==> run_1/pinout.png <==
Drawn at 4 px/um. Pins as bars across the die edge, other pins in gray.
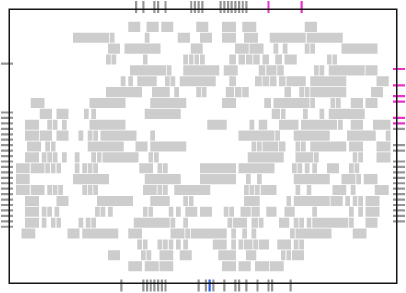
==> run_1/layers.png <==
Drawn at 4 px/um. Two of the layers only.
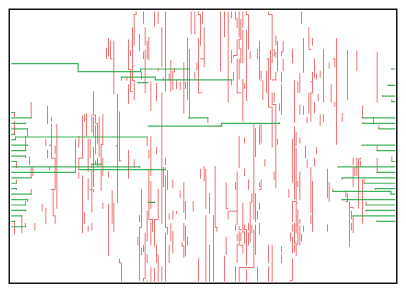
==> run_1/placed.png <==
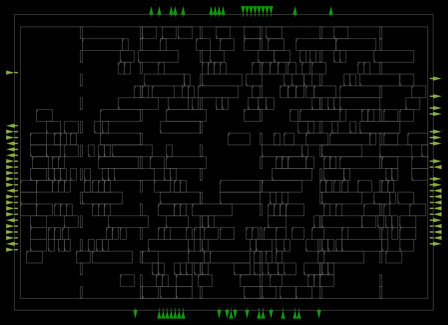
==> run_1/port_trees.png <==
Drawn at 3 px/um.
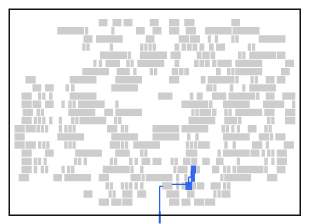
`config.mk`:
```
export PLATFORM = sky130hd
export DESIGN_NAME = ram_arbiter_2
export DESIGN_NICKNAME = d
export VERILOG_FILES = /design/src/rtl/ram_arbiter_2.sv
export SDC_FILE = /design/constraint.sdc
export NUM_CORES = 1
export LEC_CHECK = 0
export ABC_AREA = 1
export CAP_MARGIN = 10
export CELL_PAD_IN_SITES_DETAIL_PLACEMENT = 0
export CELL_PAD_IN_SITES_GLOBAL_PLACEMENT = 1
export CORE_ASPECT_RATIO = 0.7
export CORE_UTILIZATION = 29
export CTS_CLUSTER_DIAMETER = 100
export DETAILED_ROUTE_END_ITERATION = 6
export HOLD_SLACK_MARGIN = 0.1
export PLACE_DENSITY = 0.84
export SLEW_MARGIN = 10
export SYNTH_ARGS = -nofsm -noshare
export SYNTH_HDL_FRONTEND = slang
export SYNTH_SLANG_ARGS = --single-unit
```
`constraint.sdc`:
```
create_clock -name clk -period 1.6 [get_ports clk]
set_clock_uncertainty 0.1 [all_clocks]
set_input_delay 0.32 -clock clk [delete_from_list [all_inputs] [get_ports clk]]
set_output_delay 0.32 -clock clk [all_outputs]
set_load 0.01 [all_outputs]
```
`src/rtl/ram_arbiter_2.sv`:
```
// Two-requester arbiter in front of a single-port RAM; IDLE -> ACCESS -> RESP, all outputs registered.
// Latency: ack 1 cycle after the req is sampled, rvalid/rdata 3 cycles after; back-pressure by holding req until ack.
// Define RAM_ARB_ROUND_ROBIN_EN for round-robin arbitration; otherwise requester 0 has fixed priority.
module ram_arbiter_2 #(
    parameter  int SIZE  = 8,
    parameter  int DEPTH = 256,
    localparam int AW    = $clog2(DEPTH)
) (
    input  logic            clk,
    input  logic            rst,
    input  logic            req0,
    input  logic            req1,
    input  logic            we0,
    input  logic            we1,
    input  logic [AW-1:0]   addr0,
    input  logic [AW-1:0]   addr1,
    input  logic [SIZE-1:0] wdata0,
    input  logic [SIZE-1:0] wdata1,
    output logic            ack0,
    output logic            ack1,
    output logic            rvalid0,
    output logic            rvalid1,
    output logic [SIZE-1:0] rdata0,
    output logic [SIZE-1:0] rdata1,
    output logic [AW-1:0]   ram_address,
    output logic [SIZE-1:0] ram_write_data,
    output logic            ram_write_en,
    input  logic [SIZE-1:0] ram_read_data
);

    typedef enum logic [1:0] {IDLE, ACCESS, RESP} state_t;

    state_t          state_q, state_d;
    logic            win_q, win_d;
    logic            we_q, we_d;
    logic [1:0]      ack_q, ack_d;
    logic [1:0]      rvalid_q, rvalid_d;
    logic [SIZE-1:0] rdata0_q, rdata0_d;
    logic [SIZE-1:0] rdata1_q, rdata1_d;
    logic [AW-1:0]   ram_address_q, ram_address_d;
    logic [SIZE-1:0] ram_write_data_q, ram_write_data_d;
    logic            ram_write_en_q, ram_write_en_d;
    logic            pick;
`ifdef RAM_ARB_ROUND_ROBIN_EN
    logic            prio_q, prio_d;
`endif

    always_comb begin
        state_d          = state_q;
        win_d            = win_q;
        we_d             = we_q;
        ack_d            = '0;
        rvalid_d         = '0;
        rdata0_d         = rdata0_q;
        rdata1_d         = rdata1_q;
        ram_address_d    = ram_address_q;
        ram_write_data_d = ram_write_data_q;
        ram_write_en_d   = 1'b0;
`ifdef RAM_ARB_ROUND_ROBIN_EN
        prio_d           = prio_q;
        // prio_q names the requester that wins a tie
        pick             = (req0 && req1) ? prio_q : !req0;
`else
        pick             = !req0;
`endif
        case (state_q)
            IDLE: begin
                if (req0 || req1) begin
                    win_d            = pick;
                    we_d             = pick ? we1 : we0;
                    ram_address_d    = pick ? addr1 : addr0;
                    ram_write_data_d = pick ? wdata1 : wdata0;
                    ram_write_en_d   = pick ? we1 : we0;
                    ack_d[pick]      = 1'b1;
                    state_d          = ACCESS;
`ifdef RAM_ARB_ROUND_ROBIN_EN
                    prio_d           = !pick;
`endif
                end
            end
            ACCESS: state_d = RESP;
            RESP: begin
                // RAM data for the address presented in ACCESS is valid now
                if (!we_q) begin
                    rvalid_d[win_q] = 1'b1;
                    if (win_q) rdata1_d = ram_read_data;
                    else       rdata0_d = ram_read_data;
                end
                state_d = IDLE;
            end
            default: state_d = IDLE;
        endcase
    end

    always_ff @(posedge clk or posedge rst) begin
        if (rst) begin
            state_q          <= IDLE;
            win_q            <= 1'b0;
            we_q             <= 1'b0;
            ack_q            <= '0;
            rvalid_q         <= '0;
            rdata0_q         <= '0;
            rdata1_q         <= '0;
            ram_address_q    <= '0;
            ram_write_data_q <= '0;
            ram_write_en_q   <= 1'b0;
        end else begin
            state_q          <= state_d;
            win_q            <= win_d;
            we_q             <= we_d;
            ack_q            <= ack_d;
            rvalid_q         <= rvalid_d;
            rdata0_q         <= rdata0_d;
            rdata1_q         <= rdata1_d;
            ram_address_q    <= ram_address_d;
            ram_write_data_q <= ram_write_data_d;
            ram_write_en_q   <= ram_write_en_d;
        end
    end

`ifdef RAM_ARB_ROUND_ROBIN_EN
    always_ff @(posedge clk or posedge rst) begin
        if (rst) prio_q <= 1'b0;
        else     prio_q <= prio_d;
    end
`endif

    assign ack0           = ack_q[0];
    assign ack1           = ack_q[1];
    assign rvalid0        = rvalid_q[0];
    assign rvalid1        = rvalid_q[1];
    assign rdata0         = rdata0_q;
    assign rdata1         = rdata1_q;
    assign ram_address    = ram_address_q;
    assign ram_write_data = ram_write_data_q;
    assign ram_write_en   = ram_write_en_q;

endmodule

```
==> deck_impl_summary.md, run 1 <==
Run Summary

Synth
  • Yosys top cell by area: dfrtp_1
  • Synth Warn #: 0
  • Mapped Nets: 270
  • Synthesized area: 1810 um^2
  • Area contributors post-synth: dfrtp_1 57%, nand2_1 29%, nand3_1 4.7%, buf_6 3.1%, nor2_4 1.9%

Clock tree
  • Cts-stage hold buffer count: 0
  • CTS buffer count: 5
  • Clock Path Buffers: 2

Floorplan
  • I/O pin cnt: 83
  • Starting Density: 30.9%
  • Chip width: 96.5 um

Place
  • Port Buf Inserts: 82
  • RePlAce Congestion: 0.705

Critical path
  • Req. time, crit path: 1.18 ns
  • Arr. time, crit path: 1.13 ns
  • Worst Setup SP: ram_write_en$_DFF_PP0_
  • Worst reg2reg path endpoint: rdata0[7]$_DFFE_PP0P_
  • Critical path's top delay family: buffers and inverters
  • CP Max Fanout: 1
  • Crit-path slowest cell: clkdlybuf4s50_1
  • Setup Crit Path Kind: reg -> out
  • WP buf/inv: 1

Final timing
  • Post-route minimum period: 1.55 ns
  • Setup violations, final: 0
  • Final Hold Fails: 0
  • Unrepaired setup endpoints after global routing: no
  • Fmax: 646 MHz

Outcome
  • Status: finished clean

Power
  • Worst VDD drop: 0.494 mV
  • Final Power: 4.29 mW

Layout
  • Most numerous logic cell after layout: nand2_1
  • Layout Nets: 360

Global route
  • First-pass GRT wire length: 7230 um
  • Initial antenna violation count: 0
  • Total congestion overflow: 0

Routing
  • DRT Wirelength: 4460 um
  • DRC violations left: 0
  • Routed len/inst: 11.4 um
  • Vias/cell: 4.24
  • Initial drt markers: 33
## Picture notes: pinout.png
| color | port | pins | direction | edge |
|---|---|---|---|---|
| blue | req1 | 1 | input | bottom |
| magenta | rdata1 | 8 | output | 6 right, 2 top |
all pins by edge: 23 left, 21 right, 20 bottom, 19 top

## Picture notes: layers.png
| color | layer | wire length |
|---|---|---|
| green | M3 | 420 um |
| red | M2 | 1,880 um |

## Picture notes: placed.png
fill cell count: 611
area of the core: 5870 um^2
Taps Inserted: 75
sequential share of cell area: 36.9%
row cnt: 23

## Picture notes: port_trees.png
| color | port | bits | direction | end cells | buffers | wire |
|---|---|---|---|---|---|---|
| blue | req1 | 1 | input | 3 | 1 | 21.6 um |

run 1: per-stage QoR:
stage / hold WS (ns) / utilization (%)
global placement: 0.354 / 46.5
global route: 0.316 / 47.4
finish: 0.267 / 47.4
detailed placement: 0.362 / 46.5
floorplan: 0.343 / -
CTS: 0.272 / 47.2
run 1: sequential cells by signal, indices dropped and copies added, names as in the netlist:
signal and cells:
rvalid_q 2, rdata1 8, rdata0 8, we_q 1, state_q 2, ram_write_data 8, ack_q 2, ram_write_en 1
win_q 1, ram_address 8
run 1: cells by family (layout without fill, tap and decap cells):
logic type	after synthesis	count (layout)	synth area share (%)
DFF	41	41	56.6
buffers and inverters	17	108	5.87
and+or+nand+nor	166	166	37.5
run 1: how the worst min path moves through the flow:
stage / start / end
detailed placement: state_q[1]$_DFFE_PP0P_ / state_q[1]$_DFFE_PP0P_
floorplan: state_q[1]$_DFFE_PP0P_ / state_q[1]$_DFFE_PP0P_
global placement: state_q[1]$_DFFE_PP0P_ / state_q[1]$_DFFE_PP0P_
finish: rst / ram_write_data[7]$_DFFE_PP0P_
CTS: rst / ram_write_data[7]$_DFFE_PP0P_
global route: rst / ram_write_data[7]$_DFFE_PP0P_
run 1: what timing repair did:
action / 4_1_cts / 5_1_grt
endpoints found under the hold margin: 0 / 0
endpoints found under the setup margin: 32 / 4
resized: 32 / 4
run 1: cells in the mapped netlist:
cell type	n
buf_2	1
nand2_2	3
buf_6	5
inv_2	2
buf_4	1
nand3_1	17
nor2_1	3
nor2_2	2
dfrtp_1	41
nand2_1	138
inv_1	8
nor2_4	3
run 1: power breakdown:
group	internal (mW)	switching, mW
clock	0.302	0.339
combinational	0.850	1.03
sequential	1.51	0.267
total	2.66	1.63
run 1: metal layers:
metal  vias to the layer above  global-route usage (%)  share of wire, %
met2                        55                    22.8                42
met5                         -                       0                 0
li1                        860                       -                 -
met1                       735                    20.1                48
met3                         5                    5.67               9.4
met4                         0                    4.96              0.94
run 1: area by class of cell:
class	count	area share (%)
Tap cell	75	3.37
Clock inverter	2	0.360
Inverter	10	1.35
Clock buffer	6	2.61
Timing Repair Buffer	90	31.0
Sequential cell	41	36.9
Multi-Input combinational cell	166	24.4
==> run 2: changes to the inputs <==
GPL_ROUTABILITY_DRIVEN = 0   (was default)
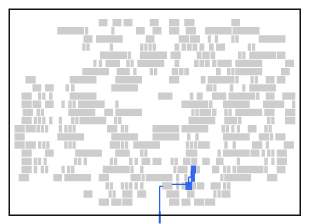
(run_2/port_trees.png)
Drawn at 3 px/um.
I/O pin cnt: 83
Port Buf Inserts: 82

==> deck_impl_summary.md, run 2 <==
Run Summary

Final timing
  • Post-route minimum period: 1.55 ns (unchanged)
  • Unrepaired setup endpoints after global routing: no
  • Setup violations, final: 0 (unchanged)
  • WHS: 0.267 ns (unchanged)
  • Final Hold Fails: 0 (unchanged)

Floorplan
  • Chip width: 96.5 um (unchanged)
  • Starting Density: 30.9% (unchanged)
  • Row cnt: 23 (unchanged)

Critical path
  • Setup Crit Path Kind: reg -> out
  • WP buf/inv: 1 (unchanged)
  • CP Max Fanout: 1 (unchanged)
  • Worst reg2reg path endpoint: rdata0[7]$_DFFE_PP0P_
  • Arr. time, crit path: 1.13 ns (about the same)
  • Crit-path slowest cell: clkdlybuf4s50_1
  • Critical path's top delay family: buffers and inverters
  • Req. time, crit path: 1.18 ns (about the same)

Synth
  • Area contributors post-synth: dfrtp_1 57%, nand2_1 29%, nand3_1 4.7%, buf_6 3.1%, nor2_4 1.9%
  • Synth Warn #: 0 (unchanged)
  • FFs w/ async S/R, synth: 100% (unchanged)
  • Synthesized area: 1810 um^2 (unchanged)
  • Count of library flops with an enable pin: 0 (unchanged)
  • Top cells by count: 138 x nand2_1, 41 x dfrtp_1, 17 x nand3_1
  • Mapped Nets: 270 (unchanged)
  • Yosys top cell by area: dfrtp_1
  • Count leader, synth: nand2_1
  • Main flop type: dfrtp_1

Global route
  • Grt met3 use: 5.67% (unchanged)
  • First-pass GRT wire length: 7230 um (unchanged)
  • Total congestion overflow: 0 (unchanged)
  • Initial antenna violation count: 0 (unchanged)
  • M2 GR Usage: 22.8% (unchanged)
  • Most used routing layer: met2

Routing
  • DRC violations left: 0 (unchanged)
  • Routed len/inst: 11.4 um (unchanged)
  • Vias/cell: 4.24 (unchanged)
  • DRT Wirelength: 4460 um (unchanged)

Power
  • Final Power: 4.29 mW (unchanged)
  • Worst VDD drop: 0.494 mV (unchanged)

Clock tree
  • Clock Path Buffers: 2 (unchanged)
  • CTS buffer count: 5 (unchanged)

Layout
  • Fill cell count: 611 (unchanged)
  • Layout Nets: 360 (unchanged)
  • Most numerous logic cell after layout: nand2_1

Outcome
  • Status: finished clean
## run 2: cell counts in the layout (fill, tap and decap cells not counted)
Identical to the previous run, type by type.
## run 2: final cells by class
class	count	area share [%]
Clock inverter	2	0.360
Tap cell	75	3.37
Timing Repair Buffer	90	31.0
Clock buffer	6	2.61
Inverter	10	1.35
Sequential cell	41	36.9
Multi-Input combinational cell	166	24.4
## run 2: where the power goes
group / switching (mW) / internal (mW)
logic: 1.03 / 0.850
registers: 0.267 / 1.51
clock network: 0.339 / 0.302
## run 2: worst max path at each step
stage | depth (start not counted) | end | slack, ns | from
final | 1 | ram_write_en | 0.05 | ram_write_en$_DFF_PP0_
after global routing | 1 | ram_write_en | 0.006 | ram_write_en$_DFF_PP0_
after CTS | 1 | ack0 | 0.02 | ack_q[0]$_DFF_PP0_
after detailed placement | 6 | ram_write_data[0]$_DFFE_PP0P_ | -0.03 | req0
after global placement | 6 | ram_address[7]$_DFFE_PP0P_ | -0.004 | req0
after floorplan | 1 | ack_q[0]$_DFF_PP0_ | 0.23 | rst
## run 2: cell families (layout without fill, tap and decap cells)
family	count (synthesis)	in the layout	synth area share, %
and+or+nand+nor	166	166	37.5
DFF	41	41	56.6
buffers and inverters	17	108	5.87
## run 2: metal layers
layer / wire [um] / up-vias / part of all wire (%)
met5: 0 / - / 0
met4: 42 / 0 / 0.94
met3: 420 / 5 / 9.4
met2: 1880 / 55 / 42
met1: 2120 / 735 / 48
li1: - / 860 / -
## run 2: stage by stage
step | worst slack, ns | TNS, ns | util [%] | cell area, um^2
after floorplan | 0.234 | 0 | - | 1810
after global placement | -0.00401 | -0.00553 | 46.5 | 2730
after detailed placement | -0.0330 | -0.231 | 46.5 | 2730
after CTS | 0.0151 | 0 | 47.2 | 2770
after global routing | 0.00564 | 0 | 47.4 | 2780
final | 0.0523 | 0 | 47.4 | 2780
## run 2: what timing repair did
item	CTS	global route
setup endpoints to repair	32	4
gates resized	32	4
hold buffers	0	0
## run 2: tightest hold or removal path, delay by kind of cell
family / cells / cell delay, ns
buffers and inverters: 3 / 0.71
Power figures rest on the tool's default switching activity, not on a simulated workload.
